File: src/rtl/multiword_add_ctrl.sv
// Wide add/subtract sequenced over a single SIZE-bit adder, one word per cycle,
// least significant word first, with the carry fed forward between words.
module multiword_add_ctrl #(
    parameter int unsigned SIZE  = 8,
    parameter int unsigned WORDS = 4
) (
    input  logic                    clk,
    input  logic                    rst_n,
    input  logic                    start,
    input  logic                    sub,
    input  logic [SIZE*WORDS-1:0]   a,
    input  logic [SIZE*WORDS-1:0]   b,
    input  logic                    cin,
    output logic                    busy,
    output logic                    done,
    output logic [SIZE*WORDS-1:0]   s,
    output logic                    cout,
    output logic                    ovf
);

    localparam int unsigned W  = SIZE * WORDS;
    localparam int unsigned KW = (WORDS > 1) ? $clog2(WORDS) : 1;

    typedef enum logic [1:0] {
        IDLE = 2'd0,
        ADD  = 2'd1,
        DONE = 2'd2
    } state_t;

    state_t          state;
    state_t          state_d;

    logic [W-1:0]    a_r;
    logic [W-1:0]    b_r;
    logic [W-1:0]    psum;
    logic [W-1:0]    psum_upd;
    logic            carry;
    logic [KW-1:0]   k;
    logic [SIZE-1:0] word_a;
    logic [SIZE-1:0] word_b;
    logic [SIZE:0]   sum_ext;
    logic            last;

    // Word select, the single shared adder, and the partial-sum merge.
    always_comb begin
        word_a   = '0;
        word_b   = '0;
        psum_upd = psum;
        for (int i = 0; i < int'(WORDS); i++) begin
            if (k == KW'(i)) begin
                word_a = a_r[i*SIZE +: SIZE];
                word_b = b_r[i*SIZE +: SIZE];
            end
        end
        sum_ext = {1'b0, word_a} + {1'b0, word_b} + (SIZE+1)'(carry);
        for (int i = 0; i < int'(WORDS); i++) begin
            if (k == KW'(i)) begin
                psum_upd[i*SIZE +: SIZE] = sum_ext[SIZE-1:0];
            end
        end
        last = (k == KW'(WORDS - 1));
    end

    // State register.
    always_ff @(posedge clk) begin
        if (!rst_n) begin
            state <= IDLE;
        end else begin
            state <= state_d;
        end
    end

    // Next-state logic.
    always_comb begin
        state_d = state;
        case (state)
            IDLE:    if (start) state_d = ADD;
            ADD:     if (last)  state_d = DONE;
            DONE:    state_d = IDLE;
            default: state_d = IDLE;
        endcase
    end

    // Operand capture, word iteration and result registers.
    always_ff @(posedge clk) begin
        if (!rst_n) begin
            a_r   <= '0;
            b_r   <= '0;
            psum  <= '0;
            carry <= 1'b0;
            k     <= '0;
            s     <= '0;
            cout  <= 1'b0;
            ovf   <= 1'b0;
            busy  <= 1'b0;
            done  <= 1'b0;
        end else begin
            busy <= (state_d == ADD);
            done <= (state_d == DONE);
            case (state)
                IDLE: begin
                    if (start) begin
                        a_r   <= a;
                        b_r   <= sub ? ~b : b;
                        carry <= sub ? 1'b1 : cin;
                        k     <= '0;
                    end
                end
                ADD: begin
                    psum  <= psum_upd;
                    carry <= sum_ext[SIZE];
                    k     <= k + KW'(1);
                    if (last) begin
                        s    <= psum_upd;
                        cout <= sum_ext[SIZE];
                        // b_r already holds ~b for subtraction, so one rule covers both.
                        ovf  <= (a_r[W-1] == b_r[W-1]) && (sum_ext[SIZE-1] != a_r[W-1]);
                    end
                end
                default: ;
            endcase
        end
    end

endmodule

File: config.mk
export PLATFORM = sky130hd
export DESIGN_NAME = multiword_add_ctrl
export DESIGN_NICKNAME = d
export VERILOG_FILES = /design/src/rtl/multiword_add_ctrl.sv
export SDC_FILE = /design/constraint.sdc
export NUM_CORES = 1
export LEC_CHECK = 0
export CAP_MARGIN = 20
export CORE_ASPECT_RATIO = 0.7
export CORE_MARGIN = 10
export CORE_UTILIZATION = 57
export DETAILED_ROUTE_END_ITERATION = 12
export HOLD_SLACK_MARGIN = 0.06
export PLACE_DENSITY = 0.87
export SLEW_MARGIN = 5
export SYNTH_ARGS = -nofsm -noshare
export SYNTH_HDL_FRONTEND = slang
export SYNTH_SLANG_ARGS = --single-unit
File: constraint.sdc
create_clock -name clk -period 7.55 [get_ports clk]
set_input_delay 2.265 -clock clk [delete_from_list [all_inputs] [get_ports clk]]
set_output_delay 2.265 -clock clk [all_outputs]
set_load 0.02 [all_outputs]
==> run summary, run 1 <==
fresh numbers from the pnr run: Reg2Reg Capture Point=carry, Layout area overhead=26.5%, crit start category=flip-flop, Synthesized registers=129, status=finished, final reports clean, Final Net Count=about 900, design area=around 7800 um2, global placement routability congestion=0.925, ratio of cells with drive above 1 in the final layout=5.91%, GR Util All Layers=a little under a quarter, Gate power share=14.1%, MaxCap Viol Count=0, First-pass DRT Iterations=5, worst path cell trace=ha_1 -> inv_1 -> and3_1 -> a21oi_1 -> o21ai_0 -> mux2i_1 -> fa_1 -> inv_1 -> fa_1 -> a21o_2 -> and4_1 -> o21ai_2 -> a21boi_0 -> o311a_1, most common cell in the netlist=nand2_1, HP Class=reg2reg, registers=129, Yosys top cell by area=dfxtp_1, vias in the first global route=5454, sequential element share of the synthesized area=42.2%, top logic cell by instance count in the layout=nand2_1
[run 1: layer usage]
metal	vias up	routed length, um	track usage [%]	part of all wire, %
met5	-	0	0	0
met4	0	374	7.78	2.1
met3	39	1940	6.31	11
met2	310	7940	34.1	45
met1	2672	7500	30.3	42
li1	2691	-	-	-
[run 1: logic make-up after synthesis]
| logic type | Yosys count | share of synthesized area, % |
|---|---|---|
| simple gates | 264 | 18.3 |
| buf+inv | 72 | 4.98 |
| fa+ha+maj | 13 | 2.90 |
| mux | 7 | 1.14 |
| compound gates | 227 | 25.7 |
| flops | 129 | 42.2 |
| xor+xnor | 34 | 4.86 |
[run 1: flip-flops by register name (all words and copies together), names as in the netlist]
name / count
a_r: 32
k: 2
psum: 24
ovf: 1
done: 1
carry: 1
busy: 1
s: 32
state: 2
b_r: 32
cout: 1
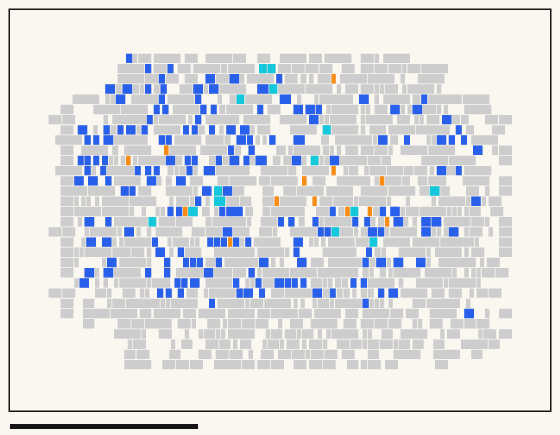
(run_1/logic_types.png)
The bar under the picture is 50 um long.
legend:
  inv cells:
    color: orange
    cells: 13
    most_used: inv_1
  and/or cells:
    color: cyan
    cells: 14
    most_used: and3_1
  aoi and oai cells:
    color: blue
    cells: 176
    most_used: a21oi_1

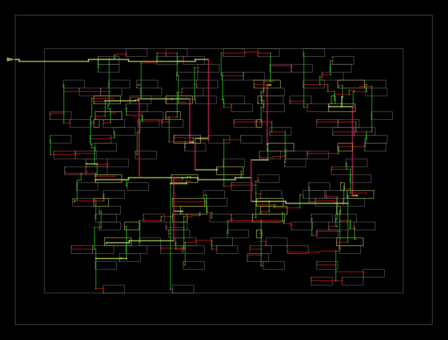
(run_1/clocks.png)
clock latency on the worst-skew pair: 0.43 ns
Clock Skews: 0.00787 ns
CTS Buf Count: 17

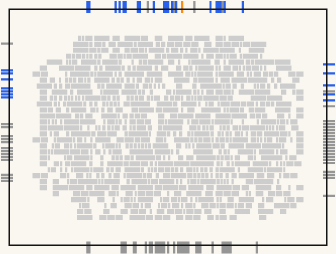
(run_1/io_placement.png)
Pins as bars across the die edge, other pins in gray.
legend:
  s:
    color: blue
    pins: 32
    direction: output
    edge: 20 north, 7 west, 5 east
  cout:
    color: orange
    pins: 1
    direction: output
    edge: north
all pins by edge: 33 south, 26 east, 25 north, 21 west

==> run_1/flops_by_reg.png <==
Other sequential cells in the stronger gray, the rest of the logic in the fainter gray.
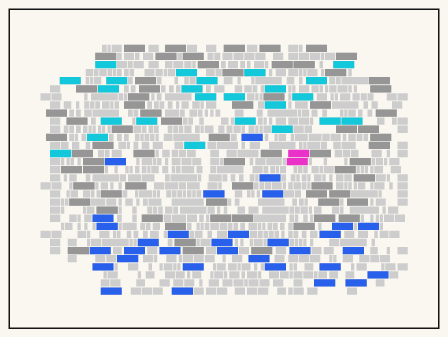

## Run 2: what changed since run 1
- CORE_UTILIZATION: 57 -> 48
- PLACE_DENSITY: 0.87 -> 0.78
- clock period: 7.55 -> 3.8 ns (I/O delays scaled with it)
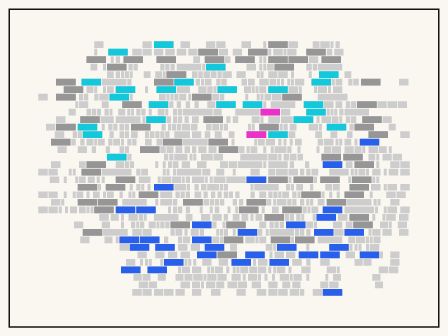
(run_2/flops_by_reg.png)
Other sequential cells in the stronger gray, the rest of the logic in the fainter gray.
legend:
  b_r:
    color: blue
    sequential_cells: 32
  psum:
    color: cyan
    sequential_cells: 24
  k:
    color: magenta
    sequential_cells: 2

==> run 2 against run 1 <==
  * Die area rose by 16%
  * Design area rose by 1.8%
  * Sequential share of layout area fell by 0.60 points
  * Sequential power rose by 99%
  * Cell count rose by 4.0%
  * Total power rose by 110%
  * Sequential cell count did not move
  * Global-route usage fell by 2.8 points
  * Area after synthesis did not move
  * Clock skew rose by 0.0014 ns
  * Critical endpoint unchanged
  * Largest cell class unchanged
  * Highest routed layer unchanged
==> run summary, run 2 <==
fresh numbers from the pnr run: M3 GR Usage=6.83%, worst path cell trace=inv_1 -> ha_1 -> buf_4 -> inv_1 -> and3_1 -> a21oi_1 -> o21ai_0 -> mux2i_1 -> fa_1 -> inv_1 -> fa_1 -> a21o_2 -> and4_1 -> o21ai_4 -> a21boi_0 -> o311a_1, Reg2Reg Capture Point=carry, GR Util All Layers=between 10% and 20%, HP Class=reg2reg, CTS Buf Count=17, top layer used by detailed routing=met4, GR peak layer=met2, most common cell in the netlist=nand2_1, Layout area overhead=28.9%, met1 wire length=7840 um, ratio of cells with drive above 1 in the final layout=7.41%, global placement routability congestion=0.900, First-pass DRT Iterations=5, status=finished, final reports clean, met1 Use GR=~26%, Final Net Count=906, Synthesized registers=129, clock latency on the worst-skew pair=0.43 ns, registers=129, top logic cell by instance count in the layout=nand2_1
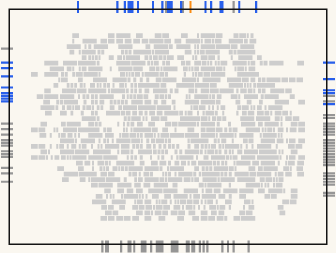
(run_2/io_placement.png)
Pins as bars across the die edge, other pins in gray.
legend:
  s:
    color: blue
    pins: 32
    direction: output
    edge: 19 north, 8 west, 5 east
  cout:
    color: orange
    pins: 1
    direction: output
    edge: north

## run 2: cell types whose count changed in the layout (fill, tap and decap cells not counted), moves of 2 or more
cell,delta
buf_4,+9
bufinv_16,+2
clkbuf_1,-4
clkbuf_8,-3
clkinv_4,+2
clkinvlp_4,+5
## run 2: cell families (layout without fill, tap and decap cells)
family	count (synthesis)	count (layout)	synth area share, %
XOR/XNOR	34	34	4.86
adder cells (fa/ha/maj)	13	13	2.90
buffers and inverters	72	163	4.98
AND-OR/OR-AND	227	227	25.7
multiplexers	7	7	1.14
flip-flops	129	129	42.2
AND/OR/NAND/NOR	264	264	18.3
## run 2: worst max path at each step
stage	start	end	cells past startpoint
finish	k[1]	carry	16
global route	k[0]	carry	15
CTS	k[1]	carry	16
detailed placement	k[0]	carry	15
global placement	k[1]	carry	16
floorplan	k[0]	carry	15
No activity file was given, so power comes from the tool's default toggle rates.
